--- config.mk ---
export PLATFORM = sky130hd
export DESIGN_NAME = serial_add_sched
export DESIGN_NICKNAME = d
export VERILOG_FILES = /design/src/rtl/serial_add_sched.sv
export SDC_FILE = /design/constraint.sdc
export NUM_CORES = 1
export LEC_CHECK = 0
export ABC_AREA = 1
export CAP_MARGIN = 20
export CORE_MARGIN = 5
export CORE_UTILIZATION = 35
export DETAILED_ROUTE_END_ITERATION = 8
export SETUP_SLACK_MARGIN = 0.15
export SYNTH_ARGS = -nofsm -noshare
export SYNTH_HDL_FRONTEND = slang
export SYNTH_SLANG_ARGS = --single-unit
--- constraint.sdc ---
create_clock -name clk -period 3.41 [get_ports clk]
set_clock_uncertainty 0.1 [all_clocks]
set_input_delay 1.023 -clock clk [delete_from_list [all_inputs] [get_ports clk]]
set_output_delay 1.023 -clock clk [all_outputs]
set_load 0.01 [all_outputs]
--- src/rtl/serial_add_sched.sv ---
// Round-robin scheduler for a shared external 1-bit full-adder slice.
// Accepts an operand pair from one of two requesters, adds it LSB-first over WIDTH cycles, and returns the tagged sum.
module serial_add_sched #(
  parameter int WIDTH = 8
) (
  input  logic             clk,
  input  logic             rst_n,
  input  logic             req0_valid,
  output logic             req0_ready,
  input  logic [WIDTH-1:0] req0_x,
  input  logic [WIDTH-1:0] req0_y,
  input  logic             req0_ci,
  input  logic             req1_valid,
  output logic             req1_ready,
  input  logic [WIDTH-1:0] req1_x,
  input  logic [WIDTH-1:0] req1_y,
  input  logic             req1_ci,
  output logic             fa_a,
  output logic             fa_b,
  output logic             fa_ci,
  input  logic             fa_s,
  input  logic             fa_co,
  output logic             res_valid,
  input  logic             res_ready,
  output logic [WIDTH-1:0] res_s,
  output logic             res_co,
  output logic             res_id,
  output logic             busy
);

  localparam int CW = $clog2(WIDTH);

  typedef enum logic [1:0] {
    IDLE  = 2'd0,
    SHIFT = 2'd1,
    DONE  = 2'd2
  } state_e;

  state_e           state_q, state_d;
  logic [WIDTH-1:0] xsr_q, xsr_d;
  logic [WIDTH-1:0] ysr_q, ysr_d;
  logic [WIDTH-1:0] ssr_q, ssr_d;
  logic             carry_q, carry_d;
  logic [CW-1:0]    cnt_q, cnt_d;
  logic             id_q, id_d;
  logic             last_grant_q, last_grant_d;
  logic             grant0, grant1;

  // On contention the requester that was not served last wins.
  assign grant0     = req0_valid & (~req1_valid | last_grant_q);
  assign grant1     = req1_valid & (~req0_valid | ~last_grant_q);
  assign req0_ready = (state_q == IDLE) & grant0;
  assign req1_ready = (state_q == IDLE) & grant1;

  always_comb begin
    // NOTE: every signal gets a default first so no path leaves it unassigned and infers a latch.
    state_d      = state_q;
    xsr_d        = xsr_q;
    ysr_d        = ysr_q;
    ssr_d        = ssr_q;
    carry_d      = carry_q;
    cnt_d        = cnt_q;
    id_d         = id_q;
    last_grant_d = last_grant_q;
    unique case (state_q)
      IDLE: begin
        if (req0_ready) begin
          xsr_d        = req0_x;
          ysr_d        = req0_y;
          carry_d      = req0_ci;
          cnt_d        = '0;
          id_d         = 1'b0;
          last_grant_d = 1'b0;
          state_d      = SHIFT;
        end else if (req1_ready) begin
          xsr_d        = req1_x;
          ysr_d        = req1_y;
          carry_d      = req1_ci;
          cnt_d        = '0;
          id_d         = 1'b1;
          last_grant_d = 1'b1;
          state_d      = SHIFT;
        end
      end
      SHIFT: begin
        carry_d = fa_co;
        ssr_d   = {fa_s, ssr_q[WIDTH-1:1]};
        xsr_d   = xsr_q >> 1;
        ysr_d   = ysr_q >> 1;
        cnt_d   = cnt_q + 1'b1;
        if (cnt_q == CW'(WIDTH - 1)) state_d = DONE;
      end
      DONE: begin
        if (res_ready) state_d = IDLE;
      end
      default: state_d = IDLE;
    endcase
  end

  always_ff @(posedge clk or negedge rst_n) begin
    if (!rst_n) begin
      state_q      <= IDLE;
      xsr_q        <= '0;
      ysr_q        <= '0;
      ssr_q        <= '0;
      carry_q      <= 1'b0;
      cnt_q        <= '0;
      id_q         <= 1'b0;
      last_grant_q <= 1'b1;
    end else begin
      // NOTE: non-blocking so every flop samples the pre-edge values of its neighbours.
      state_q      <= state_d;
      xsr_q        <= xsr_d;
      ysr_q        <= ysr_d;
      ssr_q        <= ssr_d;
      carry_q      <= carry_d;
      cnt_q        <= cnt_d;
      id_q         <= id_d;
      last_grant_q <= last_grant_d;
    end
  end

  // Slice inputs and result port are forced to zero outside the states that own them.
  assign fa_a      = (state_q == SHIFT) & xsr_q[0];
  assign fa_b      = (state_q == SHIFT) & ysr_q[0];
  assign fa_ci     = (state_q == SHIFT) & carry_q;
  assign res_valid = (state_q == DONE);
  assign res_s     = (state_q == DONE) ? ssr_q : '0;
  assign res_co    = (state_q == DONE) & carry_q;
  assign res_id    = (state_q == DONE) & id_q;
  assign busy      = (state_q != IDLE);

endmodule
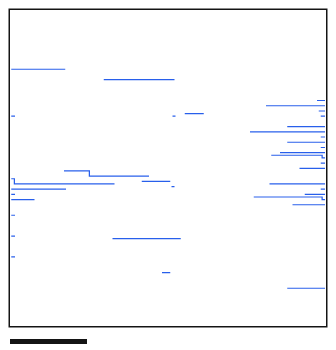
Fig. 1. Metal 3 (run 1).
The bar under the picture is 20 um long.
main direction: horizontal
share of all routed wire: 6.0%
nets with wire on the layer: 31

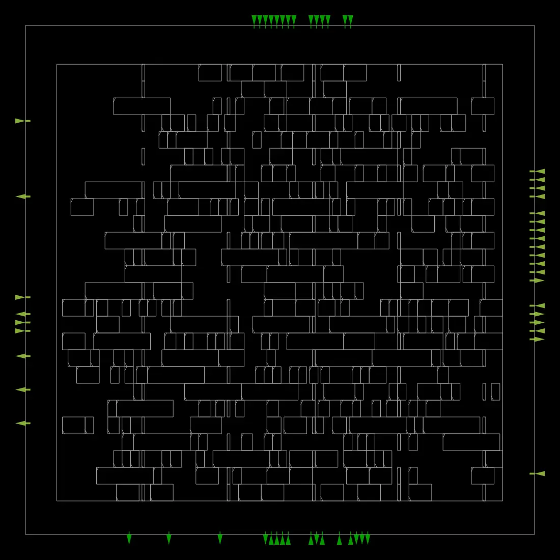
Fig. 2. Cell placement (run 1).
final-layout fill cell count: 531
proportion of cell area occupied by registers: 30.9%
post-route non-filler standard cell count: 382
core occupancy in the finished layout: 50.8%
core region area: 0.00511 mm2

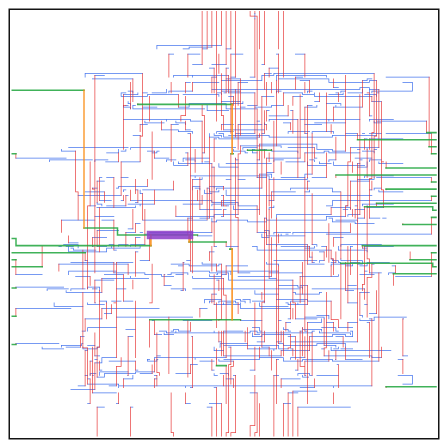
Fig. 3. Signal wires by layer (run 1).
[metal 5] purple | wire length: 7.40 um
[metal 2] red | wire length: 2120 um
[metal 1] blue | wire length: 2290 um
[metal 4] orange | wire length: 53.0 um
[metal 3] green | wire length: 287 um

==> run notes, run 1 <==
Buffers inserted to repair hold after CTS numbered 0. The tools report the total vias in the final route as 1750. STA lists the startpoint of the worst hold path as cnt_q[0]. The width of the die works out to 82.4 um. Per the summary, power density relative to cell area is 820 mW/mm2. Per the detail_route report, DRC violations left total 0.

The summed area of non-filler cells in the final layout came out at 0.00259 mm2. The peak ir drop on the vdd network is 0.376 mV. With the violation count after the first detailed-route iteration at 93, the number of top-level pins is 58. For this run, the post-layout net count is 354. Per the CTS log, the maximum H-tree level is 2. Row generation in the floorplan step produced 26 rows. The smallest clock period supported by the final layout is computed as 3.18 ns. The maximum operating frequency came out at 0.315 GHz. Setup repair after global routing left no endpoint under its margin. The tree built by TritonCTS fans out to 32 sinks. With the initial antenna violation count at 1, the headroom to the max-slew limit is 72.0%. The share of the clock period used by the worst path after layout was 93.2%. Per the cell usage report, the commonest logic cells after layout are 84 x sky130_fd_sc_hd__nand2_1, 54 x sky130_fd_sc_hd__clkdlybuf4s50_1, 35 x sky130_fd_sc_hd__nor2_1, 31 x sky130_fd_sc_hd__dfrtp_1, 19 x sky130_fd_sc_hd__inv_1. The tree is rooted in a sky130_fd_sc_hd__clkbuf_8. The classification of the worst-slack hold path was register to register. The maximum buffer depth of the clock tree was 2; the post-synthesis instance total was 252.

The setup-violating endpoint count in the final report is 0. The run gives 5 for the number of buffers added by the clock tree synthesis step. Per the layout area report, the combinational gate area comes to 857 um2. After detailed routing, the total wire length is 4.76 mm.

The run gives 7.69 mm as the first-pass GRT wire length. The required arrival time at the worst endpoint was 2.29 ns. Height of the chip: 82.4 um. The tools report the critical path launch point type as an input port. The number of register bits inferred by synthesis was 32.

TritonCTS built the clock tree. The final RePlAce weighted congestion came out at 0.750. By instance count after routing, the leading logic cell type is sky130_fd_sc_hd__nand2_1. The startpoint of the lowest-slack register-to-register path is state_q[0].

The final timing report lists a hold violation count of 0. The run gives 12.5 um for the average routed wire per standard cell. The run gives 0 as the number of warnings reported in the yosys synthesis log. With the number of global-route vias before repair at 1618, the HPWL after detailed placement is 3.37 mm.

The synthesized netlist was found by Yosys to have 252 cells. Sequential element share of the synthesized area: 43.7%. The critical path arrival is 2.05 ns, and the post-CTS setup buffer count is 0. For this design the static power due to leakage is 1.24 nW.

After synthesis, the netlist uses 22 different library cells. For this run, the detailed router reports a per-instance via density of 4.58. Across all hold checks on the routed design, the worst slack comes to 0.377 ns.

The maximum number of pins on one net before global-route repair was 35; the combined area of all synthesized cells was 0.00184 mm2. With the final count of pins violating max slew at 0, the fraction of final layout cells with drive strength greater than 1 is 11.5%. In the synthesis report, Yosys lists the chip area as 0.00184 mm2. The pin closest to its max-slew limit shows a slew of 0.419 ns. The total overflow left after global routing is 0. Per the run summary, max-cap violations total 0.

The report shows a maximum critical-path fanout of 3. The global-route total usage across every layer is 15.0%, and the die footprint is 0.00680 mm2. After detailed placement, the design holds a cell count of 374. The number of port buffers is 57, and the placement-stage cell area is 0.00247 mm2. The tool warning count for the run is 26. Once the floorplan was initialized, standard cells occupied 36.0% of the core. The flow ran to the end, and the final reports show no timing, DRC or antenna violations. Per the post-synthesis report, the nets total 295.

Latest clock arrival within the worst-skew pair: 0.28 ns. The worst setup path is captured at an output pin. Per the run report, area growth between synthesis and finish was 41.1%.

The run gives 0.07 ns for the clock edge transition at the registers on the reported setup and hold paths. The mean area per synthesized cell is 7.29 um2. The worst setup path is of the input port to output pin kind. The tools report the timing startpoint of the critical path as req1_valid.

The repair_antennas step left the layout with diodes totalling 0. The layout report lists the combined flip-flop and latch area as 802 um2. The remaining antenna violation count after routing was 0; the detailed-routing iteration count for the pre-antenna-repair pass was 4.
## run 1: sequential cells by signal, indices dropped and copies added, names as in the netlist
register / cells
ysr_q: 8
carry_q: 1
ssr_q: 8
id_q: 1
state_q: 2
xsr_q: 8
cnt_q: 3
last_grant_q: 1
## run 1: logic make-up (layout without fill, tap and decap cells)
group,Yosys count,count (layout),synth area share [%]
flip-flops,32,32,43.7
AND/OR/NAND/NOR,169,169,41.3
AND-OR/OR-AND,14,14,4.02
adder cells (fa/ha/maj),2,2,1.36
buffers and inverters,35,95,9.67
## run 1: cell usage after synthesis (all sizes together)
master	instances	area, um2
a21oi	1	5.00
buf	11	85.1
clkbuf	3	11.3
dfrtp	31	776
dfstp	1	26.3
ha	2	25.0
inv	21	81.3
nand2	87	339
nand3	19	108
nand4	17	106
nor2	46	205
o21ai	13	68.8
## run 1: where the power goes
part / total, mW / switching, mW / internal [mW]
registers: 0.666 / 0.0935 / 0.572
logic: 1.06 / 0.646 / 0.417
clock network: 0.398 / 0.140 / 0.258
## run 1: through the flow
step,power (mW),TNS [ns],setup WS [ns],utilization (%)
after detailed placement,1.75,-0.0137,-0.0137,48.3
after CTS,2.16,0,0.213,50.7
after global placement,1.74,-0.00800,-0.00800,48.3
after floorplan,1.48,0,0.662,-
after global routing,2.34,0,0.165,50.8
final,2.13,0,0.233,50.8
## run 1: repair_timing
action / 4_1_cts / 5_1_grt
endpoints found under the setup margin: 2 / 1
pin swaps: 0 / 0
resized: 2 / 1
## run 1: per-layer routing
layer / track usage, % / vias to the layer above / wire length [um]
li1: - / 914 / -
met1: 19.8 / 789 / 2290
met2: 22.3 / 37 / 2120
met3: 5.31 / 8 / 287
met4: 5.98 / 2 / 53
met5: 0 / - / 7
## run 1: area by class of cell
type,count,share of cell area [%]
repair buffers,66,24.6
flip-flops and latches,32,30.9
clock inverters,1,1.16
clock buffers,7,3.72
inverters,21,3.14
well taps,70,3.38
multi-input cells,185,33.1
## run 1: critical path: stages
cell                              delay, ns
sky130_fd_sc_hd__dlygate4sd2_1         0.27
sky130_fd_sc_hd__nand2_2               0.11
sky130_fd_sc_hd__nand3_4               0.06
sky130_fd_sc_hd__inv_2                 0.06
sky130_fd_sc_hd__clkdlybuf4s50_1       0.53
## run 1: worst paths after layout
check                                     to  slack (ns)  cells past startpoint
worst max-delay path              req0_ready        0.23                      5
worst min-delay path                cnt_q[0]        0.38                      1
worst max register to register      xsr_q[6]        1.47                      7
worst min register to register      cnt_q[0]        0.38                      1
max in group asynchronous       last_grant_q        1.84                      2
min in group asynchronous               id_q        1.04                      2
## Run 2: what changed since run 1
--- a/config.mk
+++ b/config.mk
@@ -6,11 +6,12 @@
 export NUM_CORES = 1
 export LEC_CHECK = 0
 export ABC_AREA = 1
-export CAP_MARGIN = 20
 export CORE_MARGIN = 5
 export CORE_UTILIZATION = 35
 export DETAILED_ROUTE_END_ITERATION = 8
+export PLACE_DENSITY = 0.6
 export SETUP_SLACK_MARGIN = 0.15
 export SYNTH_ARGS = -nofsm -noshare
 export SYNTH_HDL_FRONTEND = slang
 export SYNTH_SLANG_ARGS = --single-unit
+export TNS_END_PERCENT = 50
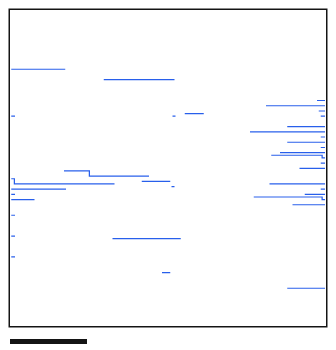
Fig. 4. Metal 3 (run 2).
The bar under the picture is 20 um long.
wire length on this layer: 287 um
main direction: horizontal

==> run 2 against run 1 <==
Against the previous run: cell area did not move; clock-buffer cell count did not move; area after synthesis unchanged; clock power barely moved; largest power group unchanged.
==> run notes, run 2 <==
The number of register bits inferred by synthesis was 32 (unchanged). Biggest regs: ssr_q: 8 flops, xsr_q: 8 flops, ysr_q: 8 flops (unchanged). For the number of distinct library cells after synthesis, the log shows 22 (unchanged). The number of buffers and inverters on the critical path came out at 3 (unchanged).

Setup repair after global routing left no endpoint under its margin. The post-synthesis instance total is 252 (unchanged). The met1 wire length was 2.29 mm (unchanged); the number of port buffers was 57 (unchanged). The highest-count logic cell in the final layout is sky130_fd_sc_hd__nand2_1 (unchanged).

CP cell instances: dlygate4sd2_1, nand2_2, nand3_4, inv_2, clkdlybuf4s50_1 (unchanged). The run gives 7.69 mm (unchanged) as the first-pass GRT wire length. The total vias in the final route came out at 1750 (unchanged). With the number of global-route vias before repair at 1618 (unchanged), the number of top-level pins is 58 (unchanged). The routed length on met2 came out at 2.12 mm (unchanged). For the number of hold-slack violations in the final timing report, the log shows 0 (unchanged).

The run gives 3 (unchanged) for the top fanout value on the critical path. The fraction of final layout cells with drive strength greater than 1 came out at 11.5% (unchanged). With the worst hold slack at 0.377 ns (unchanged), the latest clock arrival within the worst-skew pair is 0.28 ns (about the same).

Main flop type after synthesis: sky130_fd_sc_hd__dfrtp_1 (unchanged). The run gives 32 (unchanged) for the number of clock sinks seen by CTS. With the post-synthesis net count at 295 (unchanged), the final net count is 354 (unchanged). With the total number of cells along the worst setup path at 5 (unchanged), the sequential element share of the synthesized area is 43.7% (unchanged). Commonest cells after routing, fill and taps aside: 84 x sky130_fd_sc_hd__nand2_1, 54 x sky130_fd_sc_hd__clkdlybuf4s50_1, 35 x sky130_fd_sc_hd__nor2_1, 31 x sky130_fd_sc_hd__dfrtp_1, 19 x sky130_fd_sc_hd__inv_1 (unchanged).

Most frequent cell after synthesis: sky130_fd_sc_hd__nand2_1 (unchanged). The startpoint of the lowest-slack register-to-register path was state_q[0] (unchanged). The number of warnings reported in the yosys synthesis log was 0 (unchanged). Leading post-synthesis cells by instance count: 84 x sky130_fd_sc_hd__nand2_1, 35 x sky130_fd_sc_hd__nor2_1, 31 x sky130_fd_sc_hd__dfrtp_1 (unchanged). The logs give 72.0% (unchanged) for the headroom to the max-slew limit and 0 (unchanged) for the final count of pins violating max slew. The number of diodes added for antenna fixing was 0 (unchanged); the clock edge transition at the registers on the reported setup and hold paths was 0.07 ns (about the same).

The cell at the root of the clock tree is sky130_fd_sc_hd__clkbuf_8 (unchanged). The run gives 0.00184 mm2 (unchanged) as the area figure in the yosys stat output. The cell family with the largest share of critical-path delay is buffers and inverters (unchanged). Width of the die: 82.4 um (unchanged).

The area added between synthesis and finish came out at 41.1% (unchanged). The maximum operating frequency was 0.315 GHz (unchanged); the actual slew at the worst max-slew pin was 0.419 ns (unchanged). Height of the chip: 82.4 um (unchanged). The tools report the required arrival time at the worst endpoint as 2.29 ns (about the same). The maximum buffer depth of the clock tree was 2 (unchanged). The timing startpoint of the critical path was req1_valid (unchanged).

The average routed wire per standard cell works out to 12.5 um (unchanged). The flow ran to the end, and the final reports show no timing, DRC or antenna violations. With the die footprint at 0.00680 mm2 (unchanged), the remaining global-route overflow is 0 (unchanged). The run gives 252 (unchanged) as the yosys stat cell total. Number of remaining DRC errors: 0 (unchanged).

The cell type with the highest aggregate area in the netlist was sky130_fd_sc_hd__dfrtp_1 (unchanged). Type of the worst setup path: input port to output pin (unchanged). Stage-log warning count: 26 (unchanged).

The critical path's largest stage delay was 0.53 ns (about the same); the critical path arrival was 2.05 ns (about the same). The area share of the leading cell type in the synthesized netlist is 42.2% (unchanged). Number of cells on the worst reg-to-reg path: 7 (unchanged). The run gives 0.750 (unchanged) as the final RePlAce weighted congestion.

The combined area of all synthesized cells was 0.00184 mm2 (unchanged). The detailed-routing iteration count for the pre-antenna-repair pass is 4 (unchanged). The tools report the setup-violating endpoint count in the final report as 0 (unchanged). The maximum number of pins on one net before global-route repair was 35 (unchanged); the remaining antenna violation count after routing was 0 (unchanged). The standard-cell row count is 26 (unchanged), and the via density per instance is 4.58 (unchanged). For the reported leakage power, the log shows 1.24 nW (unchanged). With the effective utilization at floorplan at 36.0% (unchanged), the ratio of total power to cell area is 820 mW/mm2 (unchanged). Biggest area contributors in the synthesized netlist: sky130_fd_sc_hd__dfrtp_1 42%, sky130_fd_sc_hd__nand2_1 17%, sky130_fd_sc_hd__nor2_1 7.2%, sky130_fd_sc_hd__nand4_1 5.8%, sky130_fd_sc_hd__nand3_1 4.9% (unchanged). The mean area per synthesized cell works out to 7.29 um2 (unchanged). The peak ir drop on the vdd network came out at 0.376 mV (unchanged). The time the final worst path needs with I/O delays and setup was 3.18 ns (unchanged).

The run gives 50.8% (unchanged) as the core utilization of the finished layout. The uppermost metal layer occupied by signal nets is met5 (unchanged). The area inside the core boundary is 0.00511 mm2 (unchanged). The critical path launch point type is an input port (unchanged).

The run gives 287 um (unchanged) for the wire length on met3. The share of the clock period used by the worst path after layout is 93.2% (unchanged), and the violation count after the first detailed-route iteration is 93 (unchanged). The run gives 3.37 mm (unchanged) for the HPWL after detailed placement. Number of buffers added by the clock tree synthesis step: 5 (unchanged).

TritonCTS built the clock tree. The number of H-tree levels is 2 (unchanged). The standard cell with the maximum stage delay on the critical path is sky130_fd_sc_hd__clkdlybuf4s50_1 (unchanged). The tools report the post-detailed-routing wire length as 4.76 mm (unchanged). The run gives 0 (unchanged) for the count of max-cap constraint violations. With the number of fillers in the final layout at 531 (unchanged), the initial antenna violation count is 1 (unchanged). The critical path endpoint is req0_ready (unchanged). The tools report the critical path endpoint category as an output pin (unchanged). The run gives 100% (unchanged) for the proportion of synthesized flip-flops having asynchronous set or reset. Worst flop-to-flop path endpoint: xsr_q[6] (unchanged).

The setup slack of the most critical reg-to-reg path is 1.47 ns (about the same). Classification of the worst-slack hold path: register to register (unchanged). The tools report the global-route total usage across every layer as 15.0% (unchanged).

The number of hold-repair buffers added at the cts stage was 0 (unchanged); the number of enable flip-flop cells was 0 (unchanged).
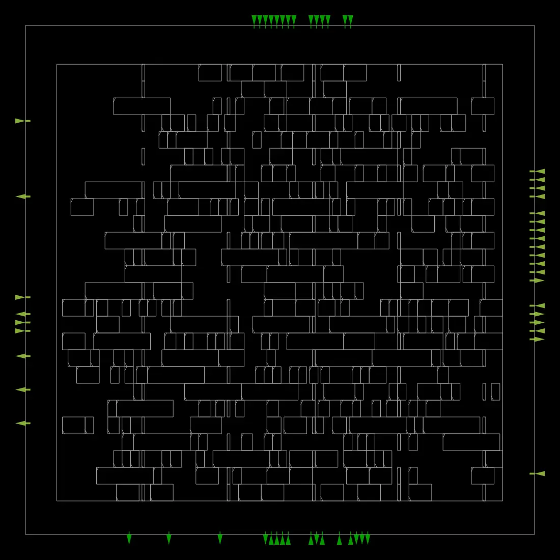
Fig. 5. Cell placement (run 2).
Taps Inserted: 70
count of flip-flops and latches: 32

## run 2: cell counts after synthesis
Identical to the previous run, type by type.
## run 2: worst reg2reg max path: stages (launching register included)
cell	delay [ns]
sky130_fd_sc_hd__dfrtp_1	0.43
sky130_fd_sc_hd__nand2_2	0.34
sky130_fd_sc_hd__buf_4	0.35
sky130_fd_sc_hd__nand2_4	0.10
sky130_fd_sc_hd__inv_4	0.30
sky130_fd_sc_hd__nor2_1	0.09
sky130_fd_sc_hd__nand2_1	0.08
sky130_fd_sc_hd__nand2_1	0.04
## run 2: timing repair
item | in CTS | in global routing
buffers inserted | 0 | 0
setup endpoints to repair | 2 | 1
gates resized | 2 | 1
cloned | 0 | 0
## run 2: cell type report
| type | instances | area [um2] | area share [%] |
|---|---|---|---|
| clock buffers | 7 | 96.3 | 3.72 |
| clock inverters | 1 | 30.0 | 1.16 |
| multi-input cells | 185 | 857 | 33.1 |
| inverters | 21 | 81.3 | 3.14 |
| well taps | 70 | 87.6 | 3.38 |
| flip-flops and latches | 32 | 802 | 30.9 |
| repair buffers | 66 | 638 | 24.6 |
## run 2: cells by family after synthesis
logic type	after synthesis	synth area share (%)
AND-OR/OR-AND	14	4.02
AND/OR/NAND/NOR	169	41.3
flip-flops	32	43.7
adder cells (fa/ha/maj)	2	1.36
buffers and inverters	35	9.67
## run 2: report_power, final
part / switching [mW] / leakage (nW) / total, mW / internal (mW)
Combinational: 0.646 / 0.785 / 1.06 / 0.417
Clock: 0.140 / 0.0645 / 0.398 / 0.258
Sequential: 0.0935 / 0.391 / 0.666 / 0.572
## run 2: how the worst min path moves through the flow
| stage | start | to | slack, ns | cells after the start |
|---|---|---|---|---|
| final | cnt_q[0] | cnt_q[0] | 0.38 | 1 |
| after global routing | xsr_q[6] | xsr_q[6] | 0.41 | 2 |
| after CTS | ysr_q[1] | ysr_q[1] | 0.38 | 2 |
| after detailed placement | ysr_q[4] | ysr_q[4] | 0.37 | 2 |
| after global placement | cnt_q[1] | cnt_q[1] | 0.36 | 2 |
| after floorplan | cnt_q[1] | cnt_q[1] | 0.35 | 2 |
## run 2: per-layer routing
metal / up-vias / GRT usage [%]
met5: - / 0
met4: 2 / 5.98
met3: 8 / 5.31
met2: 37 / 22.3
met1: 789 / 19.8
li1: 914 / -
## run 2: per-stage QoR
| step | setup TNS, ns | worst slack (ns) | cells | area, um2 | power [mW] |
|---|---|---|---|---|---|
| finish | 0 | 0.233 | 382 | 2590 | 2.13 |
| floorplan | 0 | 0.662 | 252 | 1840 | 1.48 |
| global placement | -0.00800 | -0.00800 | 374 | 2470 | 1.74 |
| CTS | 0 | 0.213 | 382 | 2590 | 2.16 |
| global route | 0 | 0.165 | 382 | 2590 | 2.34 |
| detailed placement | -0.0137 | -0.0137 | 374 | 2470 | 1.75 |
Power and IR drop assume default switching activity.
